`config.mk`:
```
export PLATFORM = sky130hd
export DESIGN_NAME = control_unit_mc
export DESIGN_NICKNAME = d
export VERILOG_FILES = /design/src/rtl/control_unit_mc.sv
export SDC_FILE = /design/constraint.sdc
export NUM_CORES = 1
export LEC_CHECK = 0
export ABC_AREA = 1
export CAP_MARGIN = 20
export CORE_MARGIN = 2
export CORE_UTILIZATION = 27
export DETAILED_ROUTE_END_ITERATION = 16
export GPL_TIMING_DRIVEN = 0
export PLACE_DENSITY = 0.8
export SETUP_SLACK_MARGIN = 0.5
export SYNTH_ARGS = -nofsm -noshare
export SYNTH_HDL_FRONTEND = slang
export SYNTH_SLANG_ARGS = --single-unit
```
`constraint.sdc`:
```
create_clock -name clk -period 1.2 [get_ports clk]
set_input_delay 0.18 -clock clk [delete_from_list [all_inputs] [get_ports clk]]
set_output_delay 0.18 -clock clk [all_outputs]
set_load 0.02 [all_outputs]
```
`src/rtl/control_unit_mc.sv`:
```
`default_nettype none
// ============================================================================
// Module      : control_unit_mc
// Description : Multicycle control unit for the lab processor datapath.
//               Executes one instruction at a time in this order:
//               fetch (with handshake), decode, operand load, execute and
//               write-back. Back-to-back instructions issue while run is
//               held high.
// Ports       : clk, rst_n      - clock, asynchronous active-low reset
//               run             - start / continue execution
//               inst_valid      - instruction memory has data for inst_req
//               reg_inst        - instruction register contents
//               inst_req        - fetch request
//               en_i/en_s/en_c  - instruction / operand A / result loads
//               reg_en          - one-hot register-file write enable
//               mux_select      - bus source ({0,idx} reg, {1,0..} immediate)
//               alu_select      - ALU opcode
//               immediate       - extended immediate (EXEC of fmt 01 only)
//               done/busy/halted- status
// Revision    : 1.0 - initial release
// ============================================================================
module control_unit_mc #(
    parameter int          DATA_W     = 16,
    parameter int          INST_W     = 16,
    parameter int          NREG       = 8,
    parameter int          RW         = $clog2(NREG),
    parameter bit          IMM_SIGNED = 1'b0,
    parameter logic [2:0]  ALU_PASS_B = 3'b111
) (
    input  logic              clk,
    input  logic              rst_n,
    input  logic              run,
    input  logic              inst_valid,
    input  logic [INST_W-1:0] reg_inst,
    output logic              inst_req,
    output logic              en_i,
    output logic              en_s,
    output logic              en_c,
    output logic [NREG-1:0]   reg_en,
    output logic [RW:0]       mux_select,
    output logic [2:0]        alu_select,
    output logic [DATA_W-1:0] immediate,
    output logic              done,
    output logic              busy,
    output logic              halted
);

    localparam int c_imm_w = INST_W - RW - 5;

    localparam logic [1:0] c_fmt_alu  = 2'b00;
    localparam logic [1:0] c_fmt_imm  = 2'b01;
    localparam logic [1:0] c_fmt_move = 2'b10;
    localparam logic [1:0] c_fmt_halt = 2'b11;

    typedef enum logic [2:0] {
        S_IDLE   = 3'd0,
        S_FETCH  = 3'd1,
        S_DECODE = 3'd2,
        S_LOAD   = 3'd3,
        S_EXEC   = 3'd4,
        S_WB     = 3'd5,
        S_HALT   = 3'd6
    } state_t;

    state_t state_q;
    state_t state_d;

    // Instruction fields. rs and imm share the same upper bits; the format
    // decides which interpretation is used.
    logic [RW-1:0]       w_rd;
    logic [RW-1:0]       w_rs;
    logic [c_imm_w-1:0]  w_imm;
    logic [2:0]          w_op;
    logic [1:0]          w_fmt;
    logic [DATA_W-1:0]   w_imm_ext;

    assign w_rd  = reg_inst[INST_W-1 -: RW];
    assign w_rs  = reg_inst[INST_W-RW-1 -: RW];
    assign w_imm = reg_inst[INST_W-RW-1:5];
    assign w_op  = reg_inst[4:2];
    assign w_fmt = reg_inst[1:0];

    generate
        if (c_imm_w >= DATA_W) begin : g_imm_trunc
            assign w_imm_ext = w_imm[DATA_W-1:0];
        end else begin : g_imm_extend
            assign w_imm_ext = {{(DATA_W-c_imm_w){IMM_SIGNED & w_imm[c_imm_w-1]}}, w_imm};
        end
    endgenerate

    always_ff @(posedge clk or negedge rst_n) begin
        if (!rst_n) begin
            state_q <= S_IDLE;
        end else begin
            state_q <= state_d;
        end
    end

    always_comb begin
        state_d    = state_q;
        inst_req   = 1'b0;
        en_i       = 1'b0;
        en_s       = 1'b0;
        en_c       = 1'b0;
        reg_en     = '0;
        mux_select = '0;
        alu_select = '0;
        immediate  = '0;
        done       = 1'b0;
        busy       = 1'b0;
        halted     = 1'b0;

        unique case (state_q)
            S_IDLE: begin
                if (run) begin
                    state_d = S_FETCH;
                end
            end
            S_FETCH: begin
                busy     = 1'b1;
                inst_req = 1'b1;
                // Accept in the same cycle the memory responds so exactly
                // one IR load happens per instruction.
                if (inst_valid) begin
                    en_i    = 1'b1;
                    state_d = S_DECODE;
                end
            end
            S_DECODE: begin
                busy    = 1'b1;
                state_d = (w_fmt == c_fmt_halt) ? S_HALT : S_LOAD;
            end
            S_LOAD: begin
                busy       = 1'b1;
                en_s       = 1'b1;
                mux_select = {1'b0, w_rd};
                state_d    = S_EXEC;
            end
            S_EXEC: begin
                busy    = 1'b1;
                en_c    = 1'b1;
                state_d = S_WB;
                case (w_fmt)
                    c_fmt_alu: begin
                        mux_select = {1'b0, w_rs};
                        alu_select = w_op;
                    end
                    c_fmt_imm: begin
                        mux_select = {1'b1, {RW{1'b0}}};
                        alu_select = w_op;
                        immediate  = w_imm_ext;
                    end
                    c_fmt_move: begin
                        mux_select = {1'b0, w_rs};
                        alu_select = ALU_PASS_B;
                    end
                    default: begin
                        // Halt never reaches EXEC.
                    end
                endcase
            end
            S_WB: begin
                busy    = 1'b1;
                reg_en  = NREG'(1) << w_rd;
                done    = 1'b1;
                // Holding run chains straight into the next fetch.
                state_d = run ? S_FETCH : S_IDLE;
            end
            S_HALT: begin
                // Terminal until reset.
                halted = 1'b1;
            end
            default: begin
                state_d = S_IDLE;
            end
        endcase
    end

endmodule
`default_nettype wire

```
Run 1, gate families picked out:
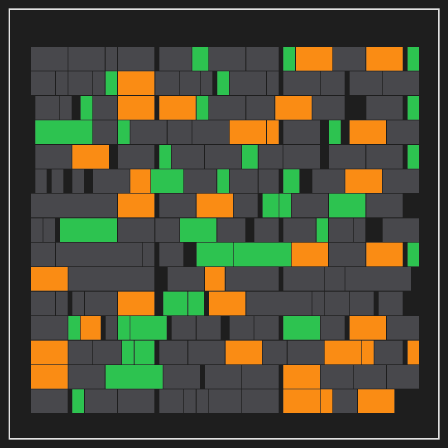
| family | color | cells |
|---|---|---|
| NOR gates | orange | 32 |
| NAND gates | green | 36 |

Run 1, cell classes on the final placement:
Scale bar: 10 um.
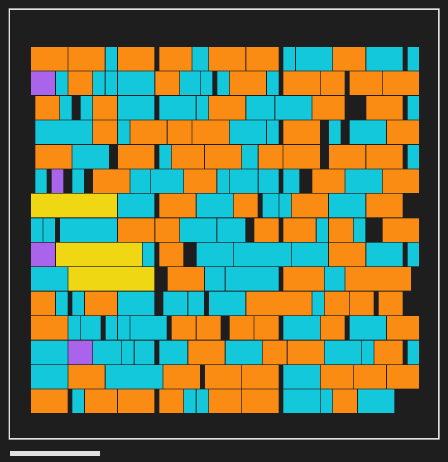
| class | color | cells | share of their area |
|---|---|---|---|
| other buffers and delay cells | orange | 83 | 51% |
| all other logic | cyan | 95 | 43% |
| flip-flops | yellow | 3 | 4.8% |
| clock drivers and dummy loads | purple | 4 | 1.6% |
share of cell area taken by flip-flops and latches: 0.0469
Site Rows: 15
Post-Route Utilization: 0.952
Layout Cell Area excl Fill: 1680 sq um

==> impl_metrics.json, run 1 <==
{
  "outcome": "finished with violations",
  "violations": "negative setup slack",
  "largest_register": "state_q",
  "buffer_area_frac": 0.497,
  "dp_hpwl_um": 1660,
  "postSynth.topFlopCell": "sky130_fd_sc_hd__dfrtp_1",
  "core_area_sq_um": 1760,
  "flop_area_sq_um": 78.8,
  "tritoncts_num_sinks": 3,
  "log.warning_count": 30,
  "reg2reg_setup_slack_ns": -0.15,
  "leakage_power_nw": 0.795,
  "combPwrFrac": 0.848,
  "final-setup-viol-count": 33,
  "postSynthSeqShare": 0.146,
  "finalHoldViolCount": 0,
  "setup.worst_path.start_class": "flip-flop",
  "common_cells": "sky130_fd_sc_hd__nor2_1 (29), sky130_fd_sc_hd__nand2_1 (23), sky130_fd_sc_hd__inv_1 (12)",
  "largest_register_ffs": 3,
  "finalWirelength_um": 3720,
  "grt_pass1_wl_um": 3650,
  "max_freq_mhz": 587,
  "yosysUniqueCellTypes": 14,
  "initial_core_util": 0.291,
  "irDropWorstVdd_mv": 1.82,
  "layout.area.comb_sq_um": 627,
  "reg.largest.list": "state_q (3)",
  "post-place-ws_ns": -1.05,
  "area_leaders": "sky130_fd_sc_hd__nor2_1 (21%), sky130_fd_sc_hd__nand2_1 (17%), sky130_fd_sc_hd__dfrtp_1 (15%)",
  "timing.final.max_slew_violations": 0,
  "die_width_um": 47.6,
  "place_congestion": 0.749,
  "clkCellAreaFrac": 0.0156,
  "grt_antenna_before_repair": 0,
  "latest_clock_arrival_within_the_worst_skew_pair_ns": 0.24,
  "switching_share": 0.495,
  "clkbuf_count": 4,
  "drt_pre_antenna_iters": 4,
  "power_attributed_to_combinational_cells_mw": 2.38,
  "gr-usage-all-layers": 0.226,
  "final_skew_ns": 0.00139,
  "total_power_mw": 2.80,
  "met3WireLength_um": 371,
  "min_period_ns": 1.70,
  "numPortBuffers": 49,
  "postLayoutSetupSlackWorst_ns": -0.504,
  "nWellTaps": 25,
  "drt-initial-drc-count": 15,
  "met2RoutedLength_um": 1860,
  "clock_tree.htree_level_count": 1
}
Run 1, wire density map:
Scale bar: 10 um. 10 x 10 tiles, from black (low) to pale yellow (high), scaled to the fullest tile. Values are wire area over tile area, all layers added.
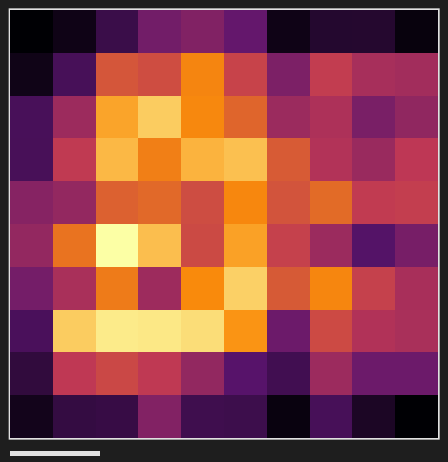
mean over tiles: 0.28
tiles over half the peak: 45%
densest ninth of the die: center

Run 1, wiring by layer:
Scale bar: 10 um. Only two layers are drawn.
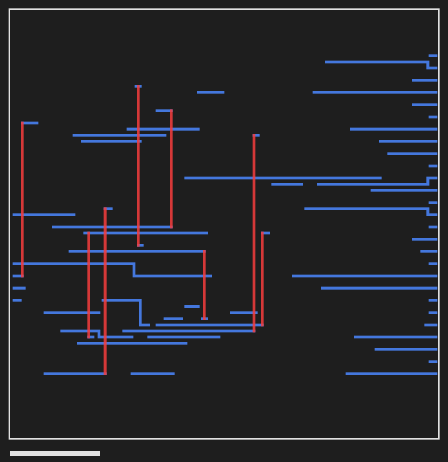
| layer | color | wire length |
|---|---|---|
| met4 | red | 117 um |
| met3 | blue | 371 um |

==> run 1: through the flow <==
stage          cells  TNS [ns]
2_1_floorplan    105     -3.02
3_3_place_gp     179    -19.84
3_5_place_dp     179    -20.66
4_1_cts          194     -8.45
5_1_grt          210    -13.44
6_report         210    -12.10
==> run 1: worst max-delay path by stage <==
stage                               end        start  cells after the start
after floorplan            immediate[0]   state_q[1]                      5
after global placement     immediate[5]  reg_inst[0]                      6
after detailed placement   immediate[5]  reg_inst[0]                      6
after CTS                 mux_select[0]   state_q[1]                      8
after global routing      mux_select[0]   state_q[1]                      8
final                     mux_select[0]   state_q[1]                      8
==> run 1: repair_timing <==
| item | in CTS | in global routing |
|---|---|---|
| setup endpoints to repair | 33 | 33 |
| gates cloned | 0 | 1 |
| endpoints found under the hold margin | 0 | 0 |
| resized | 193 | 38 |
| hold buffers | 0 | 0 |
| setup buffers | 11 | 15 |
| pin swaps | 3 | 16 |
==> run 1: worst max-delay path, cell delays in order (launching register included) <==
cell                      delay [ns]
sky130_fd_sc_hd__dfrtp_2        0.42
sky130_fd_sc_hd__inv_4          0.08
sky130_fd_sc_hd__nand2_4        0.07
sky130_fd_sc_hd__nor2_4         0.20
sky130_fd_sc_hd__buf_6          0.13
sky130_fd_sc_hd__buf_6          0.10
sky130_fd_sc_hd__nand3_2        0.06
sky130_fd_sc_hd__o21ai_2        0.08
sky130_fd_sc_hd__buf_6          0.14
==> run 1: logic make-up (layout without fill, tap and decap cells) <==
| logic type | after synthesis | after routing | synth area share |
|---|---|---|---|
| flops | 3 | 3 | 0.146 |
| simple gates | 67 | 68 | 0.580 |
| other cells | 1 | 8 | 0.00731 |
| compound gates | 4 | 4 | 0.0390 |
| buf+inv | 23 | 102 | 0.227 |
## Run 2: what changed since run 1
RECOVER_POWER = 25   (was unset)
Run 2, routing congestion map:
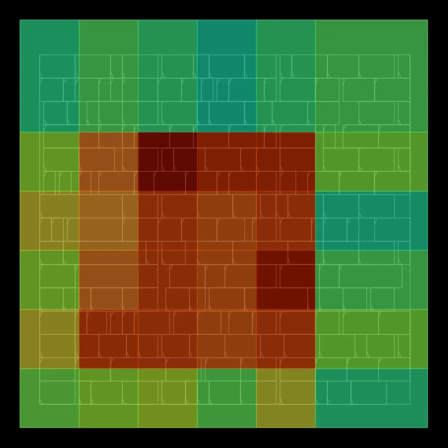
combined global-route utilization of all metal layers: 0.226
met1 Usage GRT: 0.235
busiest layer in global routing: met2
global-route met3 utilization: 0.0340

==> impl_metrics.json, run 2 <==
{
  "outcome": "finished with violations",
  "violations": "negative setup slack",
  "worstSetupStartpoint": "state_q[1]",
  "slowest_stage": "sky130_fd_sc_hd__dfrtp_2",
  "min_period_ns": 1.70,
  "grt_pass1_wl_um": 3650,
  "timing.final.max_slew_violations": 0,
  "finalHoldViolCount": 0,
  "yosysUniqueCellTypes": 14,
  "ys_warn_count": 0,
  "worst_path_dominant_cell_family": "buffers and inverters",
  "path_cells": "inv_4 > nand2_4 > nor2_4 > buf_6 > buf_6 > nand3_2 > o21ai_2 > buf_6",
  "post-place-ws_ns": -1.05,
  "die.size.y_um": 47.6,
  "cp_dominant_cell_by_count": "sky130_fd_sc_hd__buf_6",
  "count_of_buffering_cells_on_the_critical_path_with_inverters_included": 4,
  "cp_data_required_time_ns": 1.02,
  "reg.largest.list": "state_q (3)",
  "synth_cells": 98,
  "log.warning_count": 30,
  "r2r-start": "state_q[1]",
  "setup.worst_path.start_class": "flip-flop",
  "floorplan.rows": 15,
  "critical_path_cell_count": 8,
  "largest_register_ffs": 3,
  "timing.max_cap.violations": 0,
  "final_net_count": 206,
  "final-setup-viol-count": 33,
  "latest_clock_arrival_within_the_worst_skew_pair_ns": 0.24,
  "slowest_delay_ns": 0.42,
  "cts-buffers-inserted": 3,
  "max_freq_mhz": 587,
  "drt_pre_antenna_iters": 4,
  "cp-endpoint": "mux_select[0]",
  "die_width_um": 47.6,
  "tritoncts_num_sinks": 3,
  "postSynthSeqShare": 0.146,
  "route.vias.total": 1045,
  "holdBufCountCts": 0,
  "largest_register": "state_q",
  "numPortBuffers": 49,
  "postLayoutSetupSlackWorst_ns": -0.505,
  "grt_antenna_before_repair": 0,
  "area_leaders": "sky130_fd_sc_hd__nor2_1 (21%), sky130_fd_sc_hd__nand2_1 (17%), sky130_fd_sc_hd__dfrtp_1 (15%)",
  "place_congestion": 0.749,
  "utilization": 0.952,
  "dieArea_sq_um": 2260,
  "synth_top_cell_by_count": "sky130_fd_sc_hd__nor2_1",
  "finalWirelength_um": 3760,
  "worst_r2r_path_depth": 9,
  "final_skew_ns": 0.00201,
  "reg2reg_setup_slack_ns": -0.17,
  "clock_tree.htree_level_count": 1,
  "leakage_power_nw": 0.795,
  "initial_core_util": 0.291,
  "common_cells": "sky130_fd_sc_hd__nor2_1 (29), sky130_fd_sc_hd__nand2_1 (23), sky130_fd_sc_hd__inv_1 (12)",
  "postSynth.topFlopCell": "sky130_fd_sc_hd__dfrtp_1",
  "drt-initial-drc-count": 15,
  "dp_hpwl_um": 1660,
  "irDropWorstVdd_mv": 1.82
}
Run 2, wire density map:
Scale bar: 10 um. 10 x 10 tiles, from black (low) to pale yellow (high), scaled to the fullest tile. Values are wire area over tile area, all layers added.
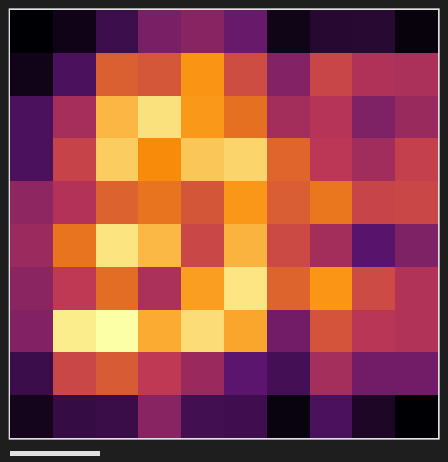
mean over tiles: 0.28
nearly empty tiles: 2.0%
tiles over half the peak: 46%

==> run 2: cell types whose count changed in the layout (fill, tap and decap cells not counted) <==
cell / before / now
sky130_fd_sc_hd__dlygate4sd3_1: 0 / 1
sky130_fd_sc_hd__clkdlybuf4s50_1: 17 / 16
==> run 2: routing by layer <==
layer  routed length, um  GRT usage
met1                1440      0.235
met2                1870      0.443
met4                 105     0.0973
met3                 341     0.0340
met5                   0          0
==> run 2: final cells by class <==
type / instances / area (sq um)
repair buffers: 75 / 776
multi-input cells: 80 / 627
fillers: 44 / 83.8
inverters: 15 / 81.3
flip-flops and latches: 3 / 78.8
plain buffers: 8 / 60.1
well taps: 25 / 31.3
clock buffers: 4 / 26.3
==> run 2: cells by family (layout without fill, tap and decap cells) <==
logic type             Yosys count  in the layout  share of synthesized area
AND-OR/OR-AND                    4              4                     0.0390
buffers and inverters           23            102                      0.227
flip-flops                       3              3                      0.146
other                            1              8                    0.00731
AND/OR/NAND/NOR                 67             68                      0.580
==> run 2: what timing repair did <==
item	4_1_cts	5_1_grt
gates cloned	0	1
pin swaps	3	16
endpoints found under the setup margin	33	33
resized	193	38
buffers inserted	11	15
==> run 2: power by group <==
part	internal [mW]	switching [mW]
sequential	0.158	0.0837
clock	0.125	0.0593
combinational	1.13	1.26
==> run 2: stage by stage <==
stage	instance area, sq um	total power [mW]	instances
3_3_place_gp	1200	1.47	179
3_5_place_dp	1200	1.50	179
6_report	1680	2.82	210
5_1_grt	1680	2.93	210
2_1_floorplan	683	1.04	105
4_1_cts	1410	2.07	194
Power and IR drop assume default switching activity.
